### config.mk
export PLATFORM = sky130hd
export DESIGN_NAME = ram_stream_reader
export DESIGN_NICKNAME = d
export VERILOG_FILES = /design/src/rtl/ram_stream_reader.sv
export SDC_FILE = /design/constraint.sdc
export NUM_CORES = 1
export LEC_CHECK = 0
export ABC_AREA = 1
export CAP_MARGIN = 25
export CORE_MARGIN = 3
export CORE_UTILIZATION = 50
export CTS_CLUSTER_DIAMETER = 80
export CTS_CLUSTER_SIZE = 40
export DETAILED_ROUTE_END_ITERATION = 10
export GPL_TIMING_DRIVEN = 0
export PLACE_DENSITY = 0.79
export SYNTH_ARGS = -nofsm -noshare
export SYNTH_HDL_FRONTEND = slang
export SYNTH_SLANG_ARGS = --single-unit
### constraint.sdc
create_clock -name clk_i -period 1.4 [get_ports clk_i]
set_input_delay 0.28 -clock clk_i [delete_from_list [all_inputs] [get_ports clk_i]]
set_output_delay 0.28 -clock clk_i [all_outputs]
set_load 0.01 [all_outputs]
### src/rtl/ram_stream_reader.sv
// Streams a contiguous RAM address window out through a small valid/ready FIFO.
// Define RAM_STREAM_CSUM_EN to add a running-XOR checksum of delivered words.
module ram_stream_reader #(
   parameter int unsigned ADDRESS_WIDTH = 15,
   parameter int unsigned WORD_SIZE     = 8,
   parameter int unsigned FIFO_DEPTH    = 4
) (
   input  logic                     clk_i,
   input  logic                     reset_ni,
   input  logic                     start_i,
   input  logic                     abort_i,
   input  logic [ADDRESS_WIDTH-1:0] base_i,
   input  logic [ADDRESS_WIDTH:0]   len_i,
   output logic                     busy_o,
   output logic                     done_o,
   output logic [ADDRESS_WIDTH-1:0] ram_a_o,
   input  logic [WORD_SIZE-1:0]     ram_q_i,
   output logic [WORD_SIZE-1:0]     out_data_o,
   output logic                     out_valid_o,
   input  logic                     out_ready_i
`ifdef RAM_STREAM_CSUM_EN
   ,
   output logic [WORD_SIZE-1:0]     checksum_o
`endif
);

   localparam int unsigned PtrW = $clog2(FIFO_DEPTH);
   localparam int unsigned CntW = PtrW + 1;
   localparam logic [ADDRESS_WIDTH:0] LenOne = 1;

   typedef enum logic [1:0] {StIdle, StFetch, StDone} state_e;

   state_e                   state_q, state_d;
   logic [ADDRESS_WIDTH-1:0] ram_a_q, ram_a_d;
   logic [ADDRESS_WIDTH:0]   issue_cnt_q, issue_cnt_d;
   logic [ADDRESS_WIDTH:0]   deliv_cnt_q, deliv_cnt_d;
   logic                     inflight_q, inflight_d;
   logic [PtrW-1:0]          wr_ptr_q, wr_ptr_d, rd_ptr_q, rd_ptr_d;
   logic [CntW-1:0]          fifo_cnt_q, fifo_cnt_d;
   logic [WORD_SIZE-1:0]     fifo_mem_q [FIFO_DEPTH];
   logic                     issue, fifo_wr, handshake, flush;

   assign out_valid_o = (fifo_cnt_q != '0);
   assign out_data_o  = out_valid_o ? fifo_mem_q[rd_ptr_q] : '0;
   assign busy_o      = (state_q == StFetch);
   assign done_o      = (state_q == StDone);
   assign ram_a_o     = ram_a_q;
   assign handshake   = out_valid_o & out_ready_i;
   assign flush       = abort_i & (state_q != StIdle);

   always_comb begin
      state_d     = state_q;
      ram_a_d     = ram_a_q;
      issue_cnt_d = issue_cnt_q;
      deliv_cnt_d = deliv_cnt_q;
      inflight_d  = 1'b0;
      issue       = 1'b0;
      fifo_wr     = inflight_q;
      wr_ptr_d    = fifo_wr ? wr_ptr_q + PtrW'(1) : wr_ptr_q;
      rd_ptr_d    = handshake ? rd_ptr_q + PtrW'(1) : rd_ptr_q;
      fifo_cnt_d  = fifo_cnt_q + CntW'(fifo_wr) - CntW'(handshake);

      unique case (state_q)
         StIdle: begin
            if (start_i && !abort_i) begin
               ram_a_d     = base_i;
               issue_cnt_d = len_i;
               deliv_cnt_d = len_i;
               state_d     = (len_i == '0) ? StDone : StFetch;
            end
         end
         StFetch: begin
            // Credit counts the in-flight read so the FIFO can never overflow.
            issue = (issue_cnt_q != '0) && !abort_i &&
                    ((fifo_cnt_q + CntW'(inflight_q)) < CntW'(FIFO_DEPTH));
            if (issue) begin
               ram_a_d     = ram_a_q + 1'b1;
               issue_cnt_d = issue_cnt_q - LenOne;
               inflight_d  = 1'b1;
            end
            if (handshake) begin
               deliv_cnt_d = deliv_cnt_q - LenOne;
               if (deliv_cnt_q == LenOne) state_d = StDone;
            end
         end
         StDone:  state_d = StIdle;
         default: state_d = StIdle;
      endcase

      if (flush) begin
         state_d    = StIdle;
         inflight_d = 1'b0;
         fifo_wr    = 1'b0;
         wr_ptr_d   = '0;
         rd_ptr_d   = '0;
         fifo_cnt_d = '0;
      end
   end

   always_ff @(posedge clk_i) begin
      if (!reset_ni) begin
         state_q     <= StIdle;
         ram_a_q     <= '0;
         issue_cnt_q <= '0;
         deliv_cnt_q <= '0;
         inflight_q  <= 1'b0;
         wr_ptr_q    <= '0;
         rd_ptr_q    <= '0;
         fifo_cnt_q  <= '0;
      end else begin
         state_q     <= state_d;
         ram_a_q     <= ram_a_d;
         issue_cnt_q <= issue_cnt_d;
         deliv_cnt_q <= deliv_cnt_d;
         inflight_q  <= inflight_d;
         wr_ptr_q    <= wr_ptr_d;
         rd_ptr_q    <= rd_ptr_d;
         fifo_cnt_q  <= fifo_cnt_d;
      end
   end

   always_ff @(posedge clk_i) begin
      if (fifo_wr) fifo_mem_q[wr_ptr_q] <= ram_q_i;
   end

`ifdef RAM_STREAM_CSUM_EN
   logic [WORD_SIZE-1:0] csum_q, csum_d;

   always_comb begin
      csum_d = csum_q;
      if (state_q == StIdle && start_i && !abort_i) begin
         csum_d = '0;
      end else if (handshake) begin
         csum_d = csum_q ^ out_data_o;
      end
   end

   always_ff @(posedge clk_i) begin
      if (!reset_ni) csum_q <= '0;
      else           csum_q <= csum_d;
   end

   assign checksum_o = csum_q;
`endif

endmodule

==> results.py <==
# Flow results
metrics = {
    "worst_setup_path": {
        "critPathRequiredTime_ns": 1.12,
        "max_stage_delay_ns": 0.34,
        "setup.worst_path.class": "flop to primary output",
        "crit_path_end_kind": "primary output",
        "cp_slowest_cell": "dfxtp_2",
        "rr_worst_depth": 14,
    },
    "sta": {
        "slew_violations": 0,
        "worst_slack_ns": -0.376,
        "fmax_mhz": 563,
        "min_period_ns": 1.78,
        "rsz0062_at_grt": "yes",
        "finalSetupViolations": 60,
        "finalClockPeriodUsage_pct": 127,
        "worst_pin_slew_ns": 0.771,
    },
    "run_status": {
        "violations": "setup timing",
        "status": "finished with violations",
    },
    "route": {
        "drc": 0,
        "wl_mm": 17.0,
        "first_pass_iters": 6,
        "viasPerCell": 5.56,
        "vias": 5884,
    },
    "synth": {
        "yosysTopAreaCellShare_pct": 22.1,
        "ys_area_um2": 5340,
        "edf_count": 32,
        "synthCells": 798,
        "area_leaders": "dfxtp_1, edfxtp_1, nor2_1",
        "most_common_cell": "nor2_1",
        "avgSynthCellArea_um2": 6.70,
        "async_flop_share_pct": 0,
        "ys_seq_share_pct": 40.1,
        "common_cells": "nor2_1, nand2_1, inv_1",
    },
    "die": {
        "chipArea_um2": 12000,
        "chipWidth_um": 109,
        "die_h_um": 109,
        "core-area_um2": 10400,
    },
    "placed_design": {
        "placed_cell_area_um2": 6240,
        "routabilityCongestion": 0.909,
    },
    "cells_and_area": {
        "drive_above_1_share_pct": 26.9,
        "design_area_um2": 7750,
        "comb_area_um2": 3350,
        "nNetsFinal": 974,
        "seq_area_um2": 2180,
    },
    "clock_tree": {
        "htree_num_levels": 3,
        "numCtsBuffers": 9,
        "worstSkewPairLatency_ns": 0.37,
        "clock_sinks": 91,
        "cts_buffer_depth": 2,
        "root_buffer": "clkbuf_8",
        "cts.clk_slew.worst_paths_ns": 0.09,
    },
    "run": {
        "cap_viol_max_count": 0,
        "openroad.warnings": 33,
    },
    "power_and_ir_drop": {
        "p_int_mw": 5.64,
        "p_clk_share_pct": 17.3,
        "vdd_drop_max_mv": 0.765,
        "p_sw_mw": 3.84,
        "leakage_nw": 3.45,
        "p_sw_share_pct": 40.5,
        "power-per-cell-area_nw_per_um2": 1220,
    },
    "global_route": {
        "grt_pass1_wl_mm": 25.9,
        "grt_pass1_vias": 5448,
    },
    "min_path": {
        "hp-class": "input pin to flop",
        "whs_path_depth": 3,
    },
}
==> per-layer routing <==
layer  GRT usage [%]  vias to the layer above  routed length, um
met5               0                        -                  0
met4            10.9                        0                626
met3            3.58                       69               1340
met2            48.1                      329               8330
met1            35.6                     2682               6720
li1                -                     2804                  -
==> cells in the final DEF, fill, tap and decap left out, drive strengths merged <==
cell,instances
nor2,190
nand2,179
inv,92
buf,73
nand3,71
dfxtp,59
o21ai,56
a21oi,46
clkdlybuf4s50,42
edfxtp,32
clkbuf,19
dlygate4sd2,15
ha,12
nand4,10
nand3b,8
xnor2,4
xor2,3
clkinv,3
clkinvlp,2
o21bai,2
nor3,2
and2,1
o21a,1
or2,1
==> path summary, 6_finish.rpt <==
kind / startpoint / to
min: reset_ni / deliv_cnt_q[2]
max: flop / out_data_o[2]
max reg2reg: issue_cnt_q[0] / issue_cnt_q[15]
min reg2reg: rd_ptr_q[1] / flop
==> power by group through the flow <==
| stage | sequential [mW] | clock, mW | combinational, mW |
|---|---|---|---|
| 5_1_grt | 3.36 | 1.74 | 4.91 |
| 3_3_place_gp | 3.30 | 0 | 3.02 |
| 3_5_place_dp | 3.30 | 0 | 3.07 |
| 2_1_floorplan | 3.28 | 0 | 2.04 |
| 6_report | 3.32 | 1.64 | 4.52 |
| 4_1_cts | 3.28 | 1.65 | 3.86 |
==> registers in the layout, summed over array words and instances (netlist names), named ones only <==
name and flops:
wr_ptr_q 2, fifo_cnt_q 3, fifo_mem_q 32, state_q 2, rd_ptr_q 2, inflight_q 1
deliv_cnt_q 16, issue_cnt_q 16, ram_a_o 15
==> stage by stage <==
stage               hold slack, ns  cells  setup slack (ns)  TNS (ns)
floorplan                    0.379    798            -0.115     -2.98
global placement             0.456   1002            -0.709    -44.44
detailed placement           0.458   1002            -0.765    -45.61
CTS                          0.293   1054            -0.394    -13.35
global route                 0.351   1059            -0.471    -19.96
finish                       0.347   1059            -0.376    -15.24
==> cell type report <==
type	count	share of cell area, %
multi-input combinational	586	43.2
sequential	91	28.1
timing repair buffer	110	15.3
inverter	92	4.96
buffer	28	4.00
tap	136	2.20
clock buffer	11	1.70
clock inverter	5	0.501
==> worst reg2reg max path, stage by stage, from the launching register on <==
cell     delay, ns
dfxtp_2       0.34
inv_4         0.07
ha_4          0.14
inv_2         0.04
nor2_4        0.12
nand3_4       0.10
nor2_4        0.14
nand2_2       0.08
nand2_4       0.12
nand2_8       0.09
buf_12        0.15
buf_8         0.13
nand2_2       0.07
nor2_2        0.04
nor2_1        0.10
==> what timing repair did <==
item / CTS / global route
setup endpoints to repair: 110 / 64
pin swaps: 44 / 39
hold endpoints to repair: 0 / 0
cloned: 11 / 1
hold buffers: 0 / 0
setup buffers: 26 / 9
gates resized: 247 / 99
==> cells by family after synthesis <==
logic type | after synthesis | synth area share [%]
compound gates | 105 | 9.98
xor+xnor | 7 | 1.15
fa+ha+maj | 12 | 2.81
buf+inv | 121 | 9.60
flops | 91 | 40.1
simple gates | 462 | 36.4
Figure 1. I/O pins on the die edge.
(4 px per um) Pins as bars across the die edge, other pins in gray.
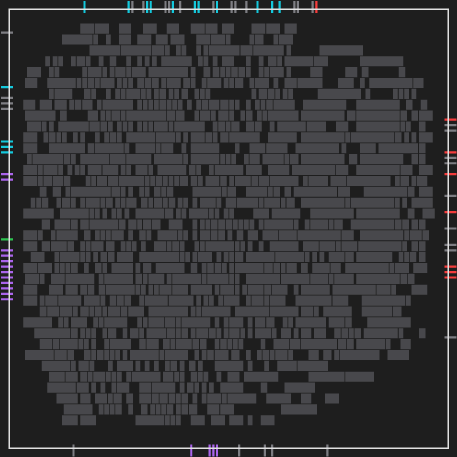
port	color	pins	direction	edge
reset_ni	green	1	input	left
base_i	cyan	15	input	11 top, 4 left
len_i	purple	16	input	12 left, 4 bottom
ram_q_i	red	8	input	7 right, 1 top

Figure 2. M2 wires.
(4 px per um)
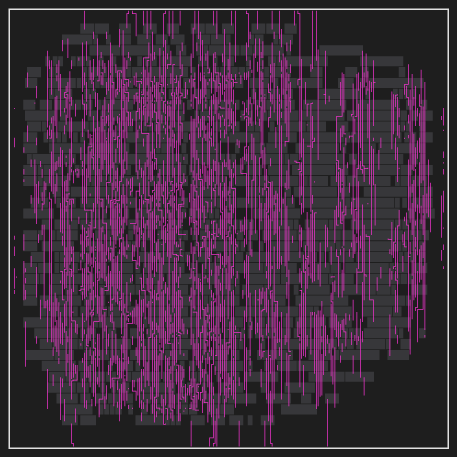
main direction	vertical
nets with wire on the layer	807

Figure 3. Metal 3.
(4 px per um)
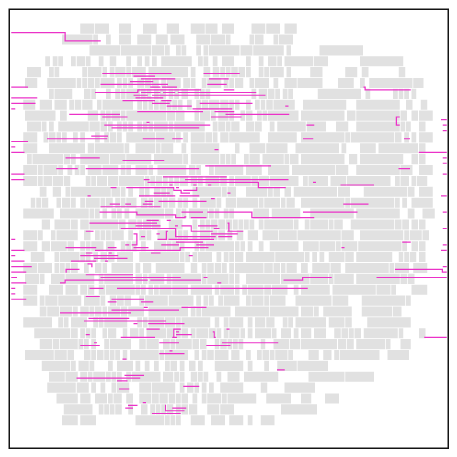
nets with wire on the layer	142
main direction	horizontal
wire length on this layer	1340 um
share of all routed wire	7.9%

Figure 4. Signal metal coverage by tile.
(3 px per um) 22 x 22 tiles, from dark blue (low) to red (high), scaled to the fullest tile. Values are wire area over tile area, all layers added.
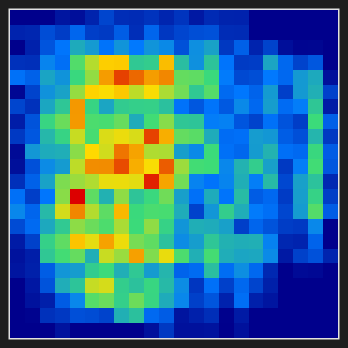
emptiest ninth of the die	lower right
tiles over half the peak	22%
mean over tiles	0.24
fullest tile	0.77
nearly empty tiles	12%
densest ninth of the die	center

Figure 5. Routing congestion map.
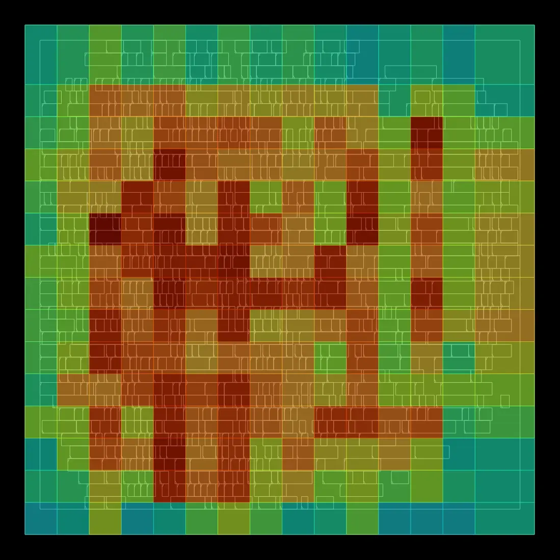
met2 GRT Util: 48.1%
grt met1 use: 35.6%
met3 GRT Util: 3.58%
Total Routing Usage GR: 27.9%
per-cell routed wire length: 16.1 um

Power figures rest on the tool's default switching activity, not on a simulated workload.
